==> images/layer_met2.png <==
Scale: 4 px per um. Cells faint in the background.
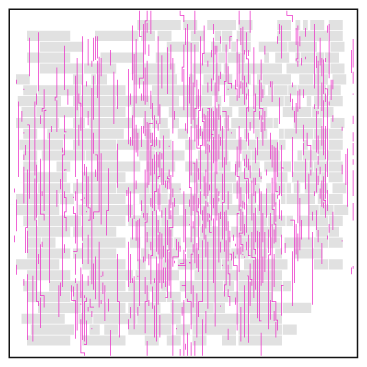
==> images/wires.png <==
Scale: 4 px per um. Only two layers are drawn.
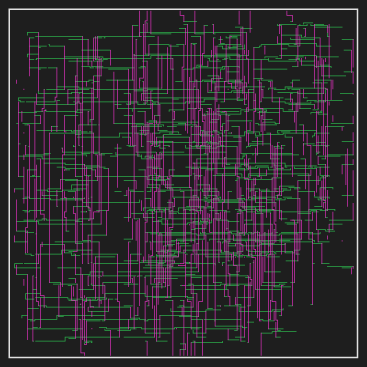
===== src/rtl/arith_cmd_sequencer_pkg.sv =====
// Shared types for the arithmetic command sequencer: FSM states and the queued command record.
package arith_cmd_sequencer_pkg;

  typedef enum logic [1:0] {
    ST_IDLE   = 2'd0,
    ST_DRIVE  = 2'd1,
    ST_SAMPLE = 2'd2,
    ST_HOLD   = 2'd3
  } state_t;

  typedef struct packed {
    logic [7:0] a;
    logic [7:0] b;
    logic       sub;
  } cmd_t;

  localparam int CMD_W = $bits(cmd_t);

endpackage


===== src/rtl/arith_cmd_sequencer_fifo.sv =====
// Synchronous FIFO holding pending commands; push is ignored when full, pop when empty.
module sync_cmd_fifo #(
  parameter int WIDTH = 17,
  parameter int DEPTH = 4,
  parameter int PTR_W = 2
) (
  input  logic             clk,
  input  logic             rst,
  input  logic             push,
  input  logic             pop,
  input  logic [WIDTH-1:0] wdata,
  output logic [WIDTH-1:0] rdata,
  output logic             full,
  output logic             empty,
  output logic [PTR_W:0]   count
);

  localparam logic [PTR_W:0] FULL_CNT = (PTR_W+1)'(DEPTH);

  logic [WIDTH-1:0] mem [DEPTH];
  logic [PTR_W-1:0] wr_ptr;
  logic [PTR_W-1:0] rd_ptr;
  logic             do_push;
  logic             do_pop;

  assign full    = (count == FULL_CNT);
  assign empty   = (count == '0);
  assign do_push = push && !full;
  assign do_pop  = pop && !empty;
  assign rdata   = mem[rd_ptr];

  // Pointers wrap naturally because DEPTH is a power of two.
  always_ff @(posedge clk) begin
    if (rst) begin
      wr_ptr <= '0;
      rd_ptr <= '0;
      count  <= '0;
    end else begin
      if (do_push) wr_ptr <= wr_ptr + 1'b1;
      if (do_pop)  rd_ptr <= rd_ptr + 1'b1;
      case ({do_push, do_pop})
        2'b10:   count <= count + 1'b1;
        2'b01:   count <= count - 1'b1;
        default: count <= count;
      endcase
    end
  end

  always_ff @(posedge clk) begin
    if (do_push) mem[wr_ptr] <= wdata;
  end

endmodule


===== src/rtl/arith_cmd_sequencer.sv =====
// Issues queued add/subtract commands to an external adder one at a time and returns
// each 9-bit result with status flags on a valid/ready handshake, in order.
module arith_cmd_sequencer
  import arith_cmd_sequencer_pkg::*;
#(
  parameter int DEPTH = 4,
  parameter int PTR_W = 2
) (
  input  logic       clk,
  input  logic       rst,
  input  logic       cmd_valid_in,
  output logic       cmd_ready_out,
  input  logic [7:0] cmd_a_in,
  input  logic [7:0] cmd_b_in,
  input  logic       cmd_sub_in,
  output logic [7:0] alu_a_out,
  output logic [7:0] alu_b_out,
  output logic       alu_ctrl_out,
  input  logic [8:0] alu_y_in,
  output logic       res_valid_out,
  input  logic       res_ready_in,
  output logic [7:0] res_out,
  output logic       carry_out,
  output logic       zero_out,
  output logic       ovf_out,
  output logic       neg_out,
  output logic       busy_out
);

  localparam logic [PTR_W:0] FULL_CNT = (PTR_W+1)'(DEPTH);

  state_t         state;
  state_t         state_nxt;
  logic           pop;
  logic           push;
  logic           fifo_full;
  logic           fifo_empty;
  logic [PTR_W:0] fifo_count;
  logic [CMD_W-1:0] fifo_rdata;
  cmd_t           head;
  cmd_t           cmd_in;

  logic [7:0] alu_a_p0;
  logic [7:0] alu_b_p0;
  logic       alu_ctrl_p0;
  logic [7:0] res_p1;
  logic [3:0] flags_p1;
  logic       vld_p1;

  // Flags ordered {carry, zero, ovf, neg}; overflow is judged against the operands as issued.
  function automatic logic [3:0] calc_flags(input logic [8:0] y, input logic [7:0] a,
                                            input logic [7:0] b, input logic sub);
    logic ovf;
    if (sub) ovf = (a[7] != b[7]) && (y[7] != a[7]);
    else     ovf = (a[7] == b[7]) && (y[7] != a[7]);
    return {y[8], (y[7:0] == 8'h00), ovf, y[7]};
  endfunction

  assign cmd_in        = '{a: cmd_a_in, b: cmd_b_in, sub: cmd_sub_in};
  assign head          = cmd_t'(fifo_rdata);
  assign cmd_ready_out = (fifo_count != FULL_CNT);
  assign push          = cmd_valid_in && !fifo_full;
  assign busy_out      = (state != ST_IDLE) || !fifo_empty;

  sync_cmd_fifo #(
    .WIDTH(CMD_W),
    .DEPTH(DEPTH),
    .PTR_W(PTR_W)
  ) u_fifo (
    .clk   (clk),
    .rst   (rst),
    .push  (push),
    .pop   (pop),
    .wdata (cmd_in),
    .rdata (fifo_rdata),
    .full  (fifo_full),
    .empty (fifo_empty),
    .count (fifo_count)
  );

  always_comb begin
    state_nxt = state;
    pop       = 1'b0;
    case (state)
      ST_IDLE: begin
        if (!fifo_empty) begin
          pop       = 1'b1;
          state_nxt = ST_DRIVE;
        end
      end
      ST_DRIVE:  state_nxt = ST_SAMPLE;
      ST_SAMPLE: state_nxt = ST_HOLD;
      ST_HOLD: begin
        if (res_ready_in) begin
          if (!fifo_empty) begin
            pop       = 1'b1;
            state_nxt = ST_DRIVE;
          end else begin
            state_nxt = ST_IDLE;
          end
        end
      end
      default: state_nxt = ST_IDLE;
    endcase
  end

  // Stage p0 drives the adder; stage p1 captures its settled result.
  always_ff @(posedge clk) begin
    if (rst) begin
      state       <= ST_IDLE;
      alu_a_p0    <= '0;
      alu_b_p0    <= '0;
      alu_ctrl_p0 <= 1'b0;
      res_p1      <= '0;
      flags_p1    <= '0;
      vld_p1      <= 1'b0;
    end else begin
      state <= state_nxt;
      if (pop) begin
        alu_a_p0    <= head.a;
        alu_b_p0    <= head.b;
        alu_ctrl_p0 <= head.sub;
      end
      if (state == ST_SAMPLE) begin
        res_p1   <= alu_y_in[7:0];
        flags_p1 <= calc_flags(alu_y_in, alu_a_p0, alu_b_p0, alu_ctrl_p0);
        vld_p1   <= 1'b1;
      end else if (state == ST_HOLD && res_ready_in) begin
        vld_p1   <= 1'b0;
      end
    end
  end

  assign alu_a_out     = alu_a_p0;
  assign alu_b_out     = alu_b_p0;
  assign alu_ctrl_out  = alu_ctrl_p0;
  assign res_valid_out = vld_p1;
  assign res_out       = res_p1;
  assign carry_out     = flags_p1[3];
  assign zero_out      = flags_p1[2];
  assign ovf_out       = flags_p1[1];
  assign neg_out       = flags_p1[0];

endmodule


===== config.mk =====
export PLATFORM = sky130hd
export DESIGN_NAME = arith_cmd_sequencer
export DESIGN_NICKNAME = d
export VERILOG_FILES = /design/src/rtl/arith_cmd_sequencer_pkg.sv /design/src/rtl/arith_cmd_sequencer_fifo.sv /design/src/rtl/arith_cmd_sequencer.sv
export SDC_FILE = /design/constraint.sdc
export NUM_CORES = 1
export LEC_CHECK = 0
export CAP_MARGIN = 20
export CORE_UTILIZATION = 60
export CTS_BUF_LIST = sky130_fd_sc_hd__clkbuf_4
export DETAILED_ROUTE_END_ITERATION = 10
export PLACE_DENSITY = 0.89
export SLEW_MARGIN = 40
export SYNTH_ARGS = -nofsm -noshare
export SYNTH_HDL_FRONTEND = slang
export SYNTH_SLANG_ARGS = --single-unit

===== constraint.sdc =====
create_clock -name clk -period 5.2 [get_ports clk]
set_clock_uncertainty 0.05 [all_clocks]
set_input_delay 0.52 -clock clk [delete_from_list [all_inputs] [get_ports clk]]
set_output_delay 0.52 -clock clk [all_outputs]
set_load 0.05 [all_outputs]

==> run summary <==
status = finished, final reports clean
Worst Hold End = flags_p1[2]
hold path depth = 2
Worst Path Required = 5.54 ns
crit path from = state[0]
Reg-to-Reg Start = state[0]
Async S/R FF share, synth = 0%
comb_multi_in = 153
initial antenna violation count = 0
ys cells = 292
r2r endpoint = u_fifo.count[2]
DIE WIDTH = 86.7 um
Final period util = 56.4%
postcts setup bufs = 0
Power Clock = 0.000461 W
comb pwr = 0.00118 W
worst rel slew slack = 47.8%
worst path bufs/invs = 2
Clk pin slew, worst setup/hold paths = 0.15 ns
Logic area = 1340 sq um
Biggest register = u_fifo.mem
remaining antenna violation count = 0
R2R cell count = 9
max FFs per register = 68
-- layer_met2.png (at the start) --
main direction: vertical
nets with wire on the layer: 327
wire length on this layer: 4,020 um
longest straight run: 60.9 um
met2 Use GR: 39.9%
final WL: 8060 um
DR vias: 2,585

-- wires.png (at the start) --
| colour | layer | wire length |
|---|---|---|
| magenta | metal 2 | 4,020 um |
| green | metal 1 | 3,280 um |
average wire per standard cell: 18.2 um
GRT Total Usage: 23.7%

-- per-stage QoR --
stage,hold slack [ns],total power (W),setup WS (ns),instances
2_1_floorplan,0.420,0.00205,2.63,292
3_3_place_gp,0.411,0.00230,2.24,428
3_5_place_dp,0.420,0.00235,2.11,428
4_1_cts,0.442,0.00280,2.27,444
5_1_grt,0.478,0.00294,2.13,444
6_report,0.441,0.00279,2.27,444
-- logic make-up after synthesis --
| logic type | after synthesis | synth area share [%] |
|---|---|---|
| fa+ha+maj | 10 | 3.08 |
| flops | 106 | 65.1 |
| buf+inv | 33 | 4.07 |
| xor+xnor | 3 | 0.610 |
| simple gates | 58 | 7.73 |
| mux | 27 | 11.2 |
| compound gates | 55 | 8.20 |
Power is estimated from default activity; no workload was simulated.
